### src/rtl/vend_controller.sv
// Coin-operated vending controller: accumulates nickels, dimes and quarters,
// vends one item at PRICE, and returns excess or cancelled credit as change.
module vend_controller #(
  parameter int unsigned PRICE = 15
) (
  input  logic       clk,
  input  logic       rst,
  input  logic [1:0] coin,
  input  logic       cancel,
  input  logic       change_ack,
  output logic       dispense,
  output logic       change_valid,
  output logic [7:0] change,
  output logic [7:0] credit,
  output logic       coin_reject,
  output logic [1:0] state
);

  typedef enum logic [1:0] {
    S_IDLE     = 2'b00,
    S_COLLECT  = 2'b01,
    S_DISPENSE = 2'b10,
    S_CHANGE   = 2'b11
  } state_e;

  localparam logic [8:0] PRICE_S = 9'(PRICE);
  localparam logic [7:0] PRICE_C = 8'(PRICE);

  state_e     state_q;
  logic [7:0] credit_q;
  logic [7:0] coin_val;
  logic [8:0] sum_s;
  logic [7:0] leftover;
  logic       busy;
  logic       cancel_req;

  always_comb begin
    coin_val = 8'd0;
    case (coin)
      2'b01:   coin_val = 8'd5;
      2'b10:   coin_val = 8'd10;
      2'b11:   coin_val = 8'd25;
      default: coin_val = 8'd0;
    endcase
  end

  // Credit never exceeds PRICE+20, so the 9-bit sum always fits back in 8 bits.
  assign sum_s      = {1'b0, credit_q} + {1'b0, coin_val};
  assign leftover   = credit_q - PRICE_C;
  assign busy       = (state_q == S_DISPENSE) || (state_q == S_CHANGE);
  // IDLE always holds zero credit, so cancel only means something in COLLECT.
  assign cancel_req = cancel && (state_q == S_COLLECT);

  // NOTE: coin_reject is intentionally combinational so the coin source learns
  // within the same cycle that its coin was not taken.
  assign coin_reject = (coin != 2'b00) && (busy || cancel_req);

  always_ff @(posedge clk or posedge rst) begin
    if (rst) begin
      state_q  <= S_IDLE;
      credit_q <= '0;
    end else begin
      case (state_q)
        S_IDLE, S_COLLECT: begin
          if (cancel_req) begin
            state_q <= S_CHANGE;
          end else begin
            credit_q <= sum_s[7:0];
            if (sum_s >= PRICE_S)    state_q <= S_DISPENSE;
            else if (sum_s != 9'd0)  state_q <= S_COLLECT;
          end
        end
        S_DISPENSE: begin
          credit_q <= leftover;
          state_q  <= (leftover != 8'd0) ? S_CHANGE : S_IDLE;
        end
        S_CHANGE: begin
          if (change_ack) begin
            credit_q <= '0;
            state_q  <= S_IDLE;
          end
        end
        default: begin
          state_q  <= S_IDLE;
          credit_q <= '0;
        end
      endcase
    end
  end

  assign dispense     = (state_q == S_DISPENSE);
  assign change_valid = (state_q == S_CHANGE);
  assign change       = change_valid ? credit_q : 8'd0;
  assign credit       = credit_q;
  assign state        = state_q;

endmodule

### config.mk
export PLATFORM = sky130hd
export DESIGN_NAME = vend_controller
export DESIGN_NICKNAME = d
export VERILOG_FILES = /design/src/rtl/vend_controller.sv
export SDC_FILE = /design/constraint.sdc
export NUM_CORES = 1
export LEC_CHECK = 0
export CAP_MARGIN = 20
export CORE_UTILIZATION = 50
export DETAILED_ROUTE_END_ITERATION = 10
export PLACE_DENSITY_LB_ADDON = 0.15
export SLEW_MARGIN = 20
export SYNTH_ARGS = -nofsm -noshare
export SYNTH_HDL_FRONTEND = slang
export SYNTH_SLANG_ARGS = --single-unit
### constraint.sdc
create_clock -name clk -period 3.3 [get_ports clk]
set_clock_uncertainty 0.05 [all_clocks]
set_input_delay 0.99 -clock clk [delete_from_list [all_inputs] [get_ports clk]]
set_output_delay 0.99 -clock clk [all_outputs]
set_load 0.01 [all_outputs]
==> flow_metrics.env <==
# implementation run metrics
export IMPL_crit_required_ns=2.26
export IMPL_async_flop_share_pct=100.0
export IMPL_slew_viol_final=0
export IMPL_drt_iter0_drc=45
export IMPL_post_cts_buffers=0
export IMPL_met2_usage_pct=47.97
export IMPL_tightestPinTransition_ns=0.6087
export IMPL_grt_overflow=0
export IMPL_seq_area_frac_synth_pct=21.91
export IMPL_warnings=26
export IMPL_boundaryPins=27
export IMPL_die_area_um2=2480
export IMPL_antenna_found_initial=0
export IMPL_hold_slack_ns=0.5994
export IMPL_die_x_um=49.80
export IMPL_rsz0062_at_grt="false"
export IMPL_powerDensity_nw_per_um2=1014
export IMPL_worstSetupPathType="input pin to output port"
export IMPL_ir_drop_mv=0.6508
export IMPL_die_h_um=49.80
export IMPL_yosysCellCount=140
export IMPL_ys_chip_area_um2=1142
export IMPL_clock_latency_late_pin_ns=0.28
export IMPL_numPortBuffers=26
export IMPL_busiest_layer="met2"
export IMPL_cts_tree="done"
export IMPL_drc_errors=0
export IMPL_final_cell_mix="24 x clkdlybuf4s50_1, 14 x nor2_1, 14 x buf_4"
export IMPL_use_met1_pct=36.69
export IMPL_outcome="completed"
export IMPL_worstPathArrival_ns=2.16
export IMPL_antenna_cells=0
export IMPL_setup_worst_path_end_class="output port"
export IMPL_ant_nets=0
export IMPL_cts_root_buf="clkbuf_4"
export IMPL_grt_pass1_wl_um=5319
export IMPL_syn_area_um2=1142
export IMPL_clkSlewWorstSetupHoldPaths_ns=0.07
export IMPL_ys_types=51
export IMPL_edf_count=0
export IMPL_hold_viol=0
export IMPL_ys_ff=10
export IMPL_avgSynthCellArea_um2=8.160
export IMPL_max_cap_viol_count=0
-- Yosys cell counts (3+ instances only) --
master	count	share of area, %
nor2_1	15	4.9
inv_1	11	3.6
dfrtp_1	10	22
a21oi_1	9	3.9
nand2_1	7	2.3
and3_1	6	3.3
ha_1	6	6.6
o21ai_0	6	2.6
nor3_1	5	2.2
clkbuf_1	4	1.3
nand3_1	4	1.8
nand4_1	4	2.2
buf_4	3	2.0
buf_6	3	3.0
nand2b_1	3	1.6
xnor2_1	3	2.3
-- power breakdown --
group	switching [mW]	internal [mW]	total, mW
Combinational	0.543	0.548	1.09
Clock	0.0496	0.0671	0.117
Sequential	0.145	0.181	0.326
Total	0.737	0.796	1.53
-- final timing paths --
check	startpoint	to	slack [ns]	depth (start not counted)
max in group asynchronous	rst	credit[3]	1.95	2
max	change_ack	coin_reject	0.1	6
min reg2reg	credit[0]	credit[0]	0.60	1
max reg2reg	credit[0]	state[1]	0.71	9
min in group asynchronous	rst	state[1]	0.95	2
min	credit[0]	credit[0]	0.60	1
-- metal layers --
metal / vias to the layer above / wire [µm]
met5: - / 0
met4: 0 / 46
met3: 7 / 216
met2: 70 / 1551
met1: 583 / 1354
li1: 586 / -
-- metrics by stage --
| stage | util, % | cells | power [mW] | setup TNS, ns | cell area [µm²] |
|---|---|---|---|---|---|
| after floorplan | - | 140 | 0.9946 | 0 | 1142 |
| after global placement | 70.63 | 196 | 1.358 | -0.6980 | 1456 |
| after detailed placement | 70.63 | 196 | 1.386 | -0.9303 | 1456 |
| after CTS | 72.45 | 200 | 1.503 | 0 | 1494 |
| after global routing | 73.30 | 200 | 1.647 | 0 | 1511 |
| final | 73.30 | 200 | 1.533 | 0 | 1511 |
-- registers in the layout (all words and copies together), names as in the netlist --
register  count
state         2
credit        8
-- worst max-delay path: stages --
cell,delay (ns)
clkdlybuf4s50_1,0.46
nand2_1,0.06
o211a_1,0.19
nor2_2,0.13
nor2_1,0.06
dlygate4sd2_1,0.28
-- cells by family after synthesis --
family	count (synthesis)	share of synthesized area (%)
DFF	10	21.91
muxes	2	1.753
AOI/OAI and AO/OA	40	28.26
adders and majority gates	7	8.324
xor gates and xnor gates	4	3.067
buffers and inverters	22	11.06
and+or+nand+nor	55	25.63
-- layout make-up --
cell class	count	area, µm²	area share, %
inverter	11	41.29	2.732
timing repair buffer	40	366.6	24.25
clock buffer	4	36.28	2.401
sequential	10	250.2	16.56
multi-input combinational	108	783.3	51.82
tap	27	33.78	2.235
-- timing repair --
action	4_1_cts	5_1_grt
pin swaps	1	2
setup endpoints to repair	2	2
gates resized	2	3
### Wire density map

10 x 10 tiles, from dark purple (low) to yellow (high), scaled to the fullest tile. Values are wire area over tile area, all layers added.
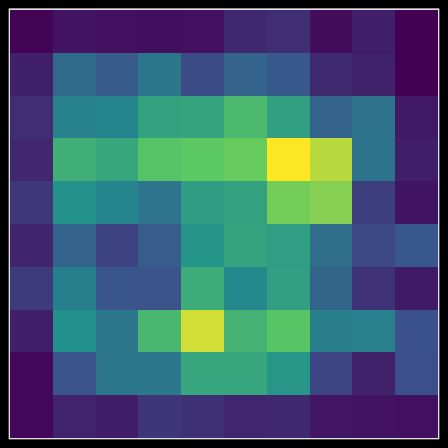
nearly empty tiles: 3.0%
mean over tiles: 0.21
tiles over half the peak: 29%
routed vias: 1246
final WL: 3169 µm
all-layer global routing usage: 27.88%
WL/cell: 15.85 µm

### The clock network

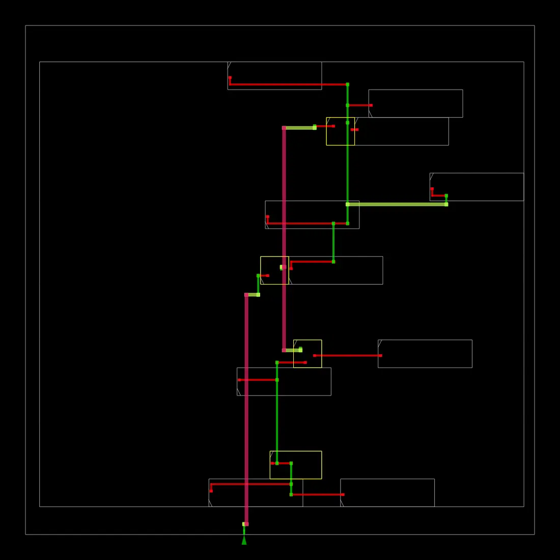
clock buffer count: 4
clk sinks: 10
TritonCTS Buffers: 3

### Cell area per tile

Bar = 10 µm. 10 x 10 tiles, from dark purple (low) to yellow (high), 0 to 100% covered.
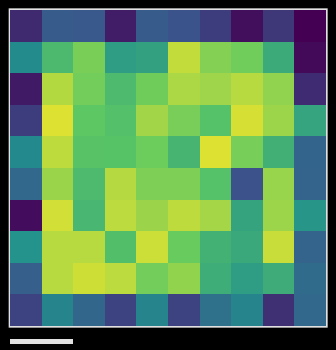
nearly empty tiles: 1.0%
densest ninth of the die: center
tiles over 75% full: 41%
Core ar.: 2062 µm²
final core occ: 73.30%
Initial Util: 55.40%

Power figures rest on the tool's default switching activity, not on a simulated workload.
